$ cat config.mk
export PLATFORM = sky130hd
export DESIGN_NAME = rpi_irq_scheduler
export DESIGN_NICKNAME = d
export VERILOG_FILES = /design/src/rtl/rpi_irq_scheduler.sv
export SDC_FILE = /design/constraint.sdc
export NUM_CORES = 1
export LEC_CHECK = 0
export ABC_AREA = 1
export CAP_MARGIN = 40
export CORE_ASPECT_RATIO = 0.9
export CORE_UTILIZATION = 35
export CTS_CLUSTER_SIZE = 8
export DETAILED_ROUTE_END_ITERATION = 8
export SYNTH_ARGS = -nofsm -noshare
export SYNTH_HDL_FRONTEND = slang
export SYNTH_SLANG_ARGS = --single-unit
$ cat constraint.sdc
create_clock -name clk_in -period 3 [get_ports clk_in]
set_input_delay 0.3 -clock clk_in [delete_from_list [all_inputs] [get_ports clk_in]]
set_output_delay 0.3 -clock clk_in [all_outputs]
set_load 0.01 [all_outputs]
$ cat src/rtl/rpi_irq_scheduler.sv
// Sequences the Raspberry Pi interrupt clock: counts buffered samples, emits one gated,
// divided irq_clk burst per BURST_LEN samples, then waits for the Pi's ack or a timeout.
module rpi_irq_scheduler #(
  parameter int BURST_LEN = 16,
  parameter int DIV_LOG2  = 6,
  parameter int CNT_W     = 8,
  parameter int TIMEOUT   = 4096
) (
  input  logic             clk_in,
  input  logic             reset,
  input  logic             sample_strobe,
  input  logic             rpi_ack,
  input  logic             err_clear,
  output logic             irq_clk,
  output logic             irq_active,
  output logic [CNT_W-1:0] pending,
  output logic             burst_done,
  output logic             overflow,
  output logic             timeout_err,
  output logic [1:0]       o_dbg_state
);

  // Handshake: sample_strobe and err_clear are single-cycle pulses with no back-pressure;
  // rpi_ack is a level from the Pi whose synchronized rising edge retires a burst in WAIT_ACK.
  typedef enum logic [1:0] {
    ST_IDLE     = 2'd0,
    ST_BURST    = 2'd1,
    ST_WAIT_ACK = 2'd2
  } state_t;

  localparam int               TMO_W    = $clog2(TIMEOUT);
  localparam logic [TMO_W-1:0] TMO_LAST = TMO_W'(TIMEOUT - 1);
  localparam logic [CNT_W-1:0] BL_CNT   = CNT_W'(BURST_LEN);
  localparam logic [CNT_W-1:0] CNT_MAX  = '1;
  localparam logic [7:0]       BL_LAST  = 8'(BURST_LEN - 1);

  state_t r_state;
  state_t w_next;

  logic [DIV_LOG2-1:0] r_div;
  logic [7:0]          r_edges;
  logic [TMO_W-1:0]    r_tmo;
  logic                r_ack_s1;
  logic                r_ack_s2;
  logic                r_ack_d;
  logic                r_ack_rise;
  logic [CNT_W-1:0]    r_pending;
  logic                r_burst_done;
  logic                r_overflow;
  logic                r_timeout_err;

  logic             w_wrap;
  logic             w_burst_end;
  logic             w_tmo_hit;
  logic             w_retire;
  logic             w_tmo_fault;
  logic             w_inc;
  logic             w_drop;
  logic [CNT_W-1:0] w_add;
  logic [CNT_W-1:0] w_sub;

  assign w_wrap      = (r_state == ST_BURST) && (r_div == '1);
  assign w_burst_end = w_wrap && (r_edges == BL_LAST);
  assign w_tmo_hit   = (r_tmo == TMO_LAST);
  assign w_retire    = (r_state == ST_WAIT_ACK) && (r_ack_rise || w_tmo_hit);
  assign w_tmo_fault = (r_state == ST_WAIT_ACK) && !r_ack_rise && w_tmo_hit;
  // A saturated counter still accepts the increment when a retire makes room the same cycle.
  assign w_inc       = sample_strobe && ((r_pending != CNT_MAX) || w_retire);
  assign w_drop      = sample_strobe && !w_inc;
  assign w_add       = w_inc ? CNT_W'(1) : '0;
  assign w_sub       = w_retire ? BL_CNT : '0;

  always_ff @(posedge clk_in) begin
    if (reset) r_state <= ST_IDLE;
    else       r_state <= w_next;
  end

  always_comb begin
    w_next = r_state;
    case (r_state)
      ST_IDLE:     if (r_pending >= BL_CNT) w_next = ST_BURST;
      ST_BURST:    if (w_burst_end)         w_next = ST_WAIT_ACK;
      ST_WAIT_ACK: if (w_retire)            w_next = ST_IDLE;
      default:                              w_next = ST_IDLE;
    endcase
  end

  always_ff @(posedge clk_in) begin
    if (reset) begin
      r_div         <= '0;
      r_edges       <= '0;
      r_tmo         <= '0;
      r_ack_s1      <= 1'b0;
      r_ack_s2      <= 1'b0;
      r_ack_d       <= 1'b0;
      r_ack_rise    <= 1'b0;
      r_pending     <= '0;
      r_burst_done  <= 1'b0;
      r_overflow    <= 1'b0;
      r_timeout_err <= 1'b0;
    end else begin
      r_ack_s1   <= rpi_ack;
      r_ack_s2   <= r_ack_s1;
      r_ack_d    <= r_ack_s2;
      r_ack_rise <= r_ack_s2 && !r_ack_d;

      // Divider and edge count sit at zero outside BURST, so every burst starts clean.
      if (r_state == ST_BURST) r_div <= r_div + DIV_LOG2'(1);
      else                     r_div <= '0;

      if (r_state != ST_BURST) r_edges <= '0;
      else if (w_wrap)         r_edges <= r_edges + 8'd1;

      if (r_state == ST_WAIT_ACK) r_tmo <= r_tmo + TMO_W'(1);
      else                        r_tmo <= '0;

      r_pending    <= r_pending + w_add - w_sub;
      r_burst_done <= w_retire;

      if (w_drop)         r_overflow <= 1'b1;
      else if (err_clear) r_overflow <= 1'b0;

      if (w_tmo_fault)    r_timeout_err <= 1'b1;
      else if (err_clear) r_timeout_err <= 1'b0;
    end
  end

  always_comb begin
    irq_clk     = r_div[DIV_LOG2-1];
    irq_active  = (r_state != ST_IDLE);
    pending     = r_pending;
    burst_done  = r_burst_done;
    overflow    = r_overflow;
    timeout_err = r_timeout_err;
    o_dbg_state = r_state;
  end

endmodule

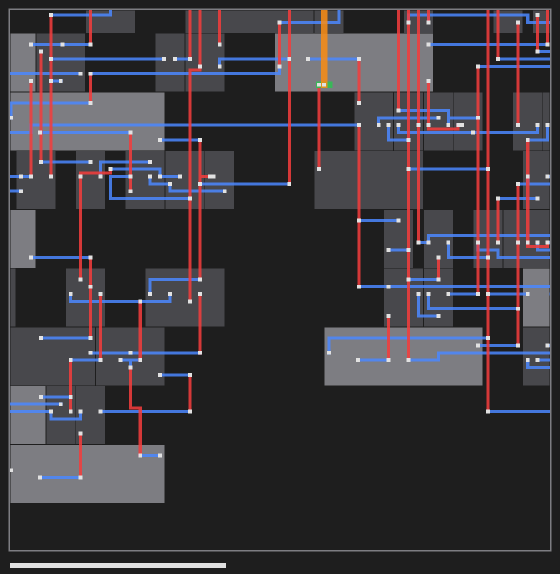
zoom.png
The bar under the picture is 10 µm long. Window x 8 to 33, y 6 to 31 µm. Cells in grey, sequential cells in the stronger grey; small squares are vias.
| colour | layer |
|---|---|
| orange | met4 |
| green | met3 |
| red | met2 |
| blue | met1 |
cells with their middle in the window: 32
sequential cells in the window: 4
netlist names of flops here include: r_div (2), r_edges (2)
most frequent: nand2_1 (6)

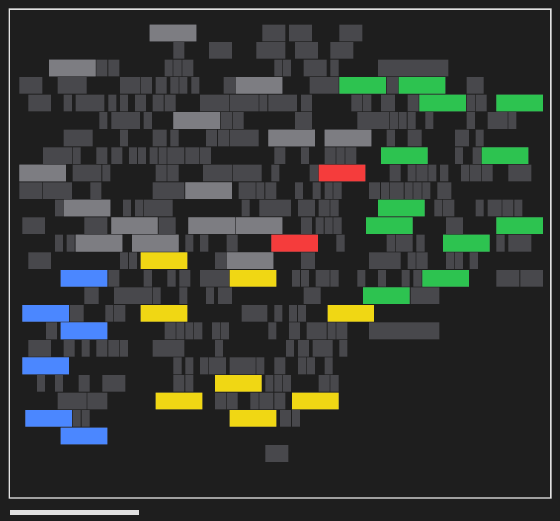
registers.png
The bar under the picture is 20 µm long. Other sequential cells in the stronger grey, the rest of the logic in the fainter grey.
| colour | netlist name | placed flops |
|---|---|---|
| green | r_tmo | 12 |
| yellow | r_edges | 8 |
| blue | r_div | 6 |
| red | o_dbg_state | 2 |
not coloured: 15

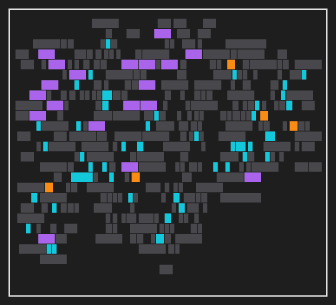
gate_families.png
| colour | family | cells |
|---|---|---|
| cyan | NOR gates | 43 |
| purple | adder and majority cells | 19 |
| orange | AND and OR gates | 5 |

==> run_results.csv <==
group,metric,value,unit
worst_setup_path,required,3.20,ns
placed_design,post-place-cells,365,
synthesis,syn_inst,277,
global_route,antenna_found_initial,0,
run,maxCapViolations,0,
clock_tree,post_cts_buffers,0,
timing,hold-worst-slack,0.394,ns
pwr,power.internal,1.18,mW
worst_setup_path,crit_slowest_cell,"dfxtp_1",
clock_tree,insertion_delay,0.30,ns
synthesis,synthFlopType,"dfxtp_1",
timing,worstMarginPinSlew,0.472,ns
routing,drt-initial-drc-count,63,
routing,final_antenna_net_count,0,
clock_tree,cts_resized,0,
worst_setup_path,r2r_start,"r_tmo[0]",
cells_and_area,instances_no_fill,373,
timing,setup_tns,0,ns
clock_tree,cts_root_buf,"clkbuf_8",
pwr,finalPower,1.70,mW
clock_tree,cts_sinks,43,
worst_setup_path,rrSetupSlack,0.51,ns
routing,drt_pass1_iterations,6,
floorplanning,die_height,75.6,µm
worst_setup_path,cpMostUsedCell,"nand2_1",
worst_setup_path,cp-start-kind,"flop",
pwr,power_switching,0.519,mW
placed_design,gp_congestion,0.791,
synthesis,edf_count,0,
pwr,power_frac_comb,29.4,%
clock_tree,cts_hold_buf,0,
worst_hold_path,min_from,"r_ack_d",
routing,drc,6,
synthesis,synth_cell_types,30,
clock_tree,htree_levels,2,
pwr,ir_drop,0.255,mV
worst_setup_path,crit_path_start,"r_tmo[0]",
worst_setup_path,rr_endpoint,"pending[7]",
floorplanning,dieArea,6340,µm²
worst_setup_path,worst-endpoint-arrival,2.69,ns
placed_design,pre_cts_slack,0.526,ns
synthesis,syn-num-nets,301,
synthesis,yosysMostFrequentCell,"nand2_1",
synthesis,ys_area,2110,µm²
outcome,failed_checks,"DRC",
placed_design,io_buffers,19,
outcome,status,"finished with violations",
timing,finClkSkew,0.00909,ns
cells_and_area,lay_top_count,"nand2_1",
synthesis,synth_flops,43,
routing,vias_per_cell,4.62,
cells_and_area,syn2layout_area_growth,19.5,%
timing,max_freq,0.401,GHz
pwr,powerDensity,675,nW/µm²
timing,finalWorstSetupSlack,0.507,ns
worst_setup_path,worstPathCellList,"ha_1, nand2_1, nor2_1, nand3_1, nand2_1, nand2_1, ha_1, ha_1, inv_1, nor2_1, o21ai_0, nand3_1, nand2_1, a21oi_1, nor2_1",
run,tool_warnings,34,
global_route,grt_pass1_vias,1598,
floorplanning,rows,26,
cells_and_area,mostFrequentLayoutCells,"46 x nand2_1, 43 x dfxtp_1, 42 x inv_1",
worst_setup_path,crit_path_max_fanout,5,
synthesis,ys_warn_count,0,
cells_and_area,fillers,585,
floorplanning,fp_util,36.6,%
floorplanning,num_io_pins,20,
worst_setup_path,max_stage_delay,0.36,ns
timing,finalHoldViolCount,0,
worst_hold_path,min_path_cells,1,
pwr,seqPwrFrac,39.2,%
global_route,grt_max_degree,14,
clock_tree,clockBufferDepth,2,
-- layer usage --
metal  vias up  GRT usage, %  part of all wire (%)
met4         0          4.60                   1.3
met2        19          22.5                    42
li1        941             -                     -
met5         -             0                     0
met3         7          3.47                   2.9
met1       756          17.9                    54
-- cells by family after synthesis --
kind of cell,after synthesis,synth area share (%)
buffers and inverters,46,8.19
and+or+nand+nor,119,26.2
DFF,43,40.8
adders and majority gates,19,11.3
xor gates and xnor gates,4,1.66
AOI/OAI and AO/OA,46,11.8
-- per-stage QoR --
step           util [%]  area, µm²
3_5_place_dp       41.4       2390
5_1_grt            43.7       2520
4_1_cts            43.7       2520
6_report           43.7       2520
3_3_place_gp       41.4       2390
2_1_floorplan         -       2110
-- flip-flops by register name (all words and copies together), names as in the netlist --
name / cells
burst_done: 1
o_dbg_state: 2
overflow: 1
pending: 8
r_ack_d: 1
r_ack_rise: 1
r_ack_s1: 1
r_ack_s2: 1
r_div: 6
r_edges: 8
r_tmo: 12
timeout_err: 1
-- critical path, delay by kind of cell (launching register included) --
kind                       cells  cell delay, ns
AOI/OAI and AO/OA              2            0.21
adders and majority gates      3            0.82
buffers and inverters          1            0.07
DFF                            1            0.36
and+or+nand+nor                9            0.93
-- final cells by class --
cell class,count,area share (%)
clock inverter,2,2.38
multi-input combinational,188,42.7
timing repair buffer,20,7.85
inverter,44,6.56
tap,70,3.48
clock buffer,6,2.88
sequential,43,34.2
-- power groups by stage --
stage	logic, mW	registers [mW]	clock network, mW
after floorplan	0.321	0.686	0
after global placement	0.497	0.681	0
after detailed placement	0.503	0.683	0
after CTS	0.505	0.669	0.548
after global routing	0.580	0.675	0.574
final	0.500	0.666	0.533
Power is estimated from default activity; no workload was simulated.
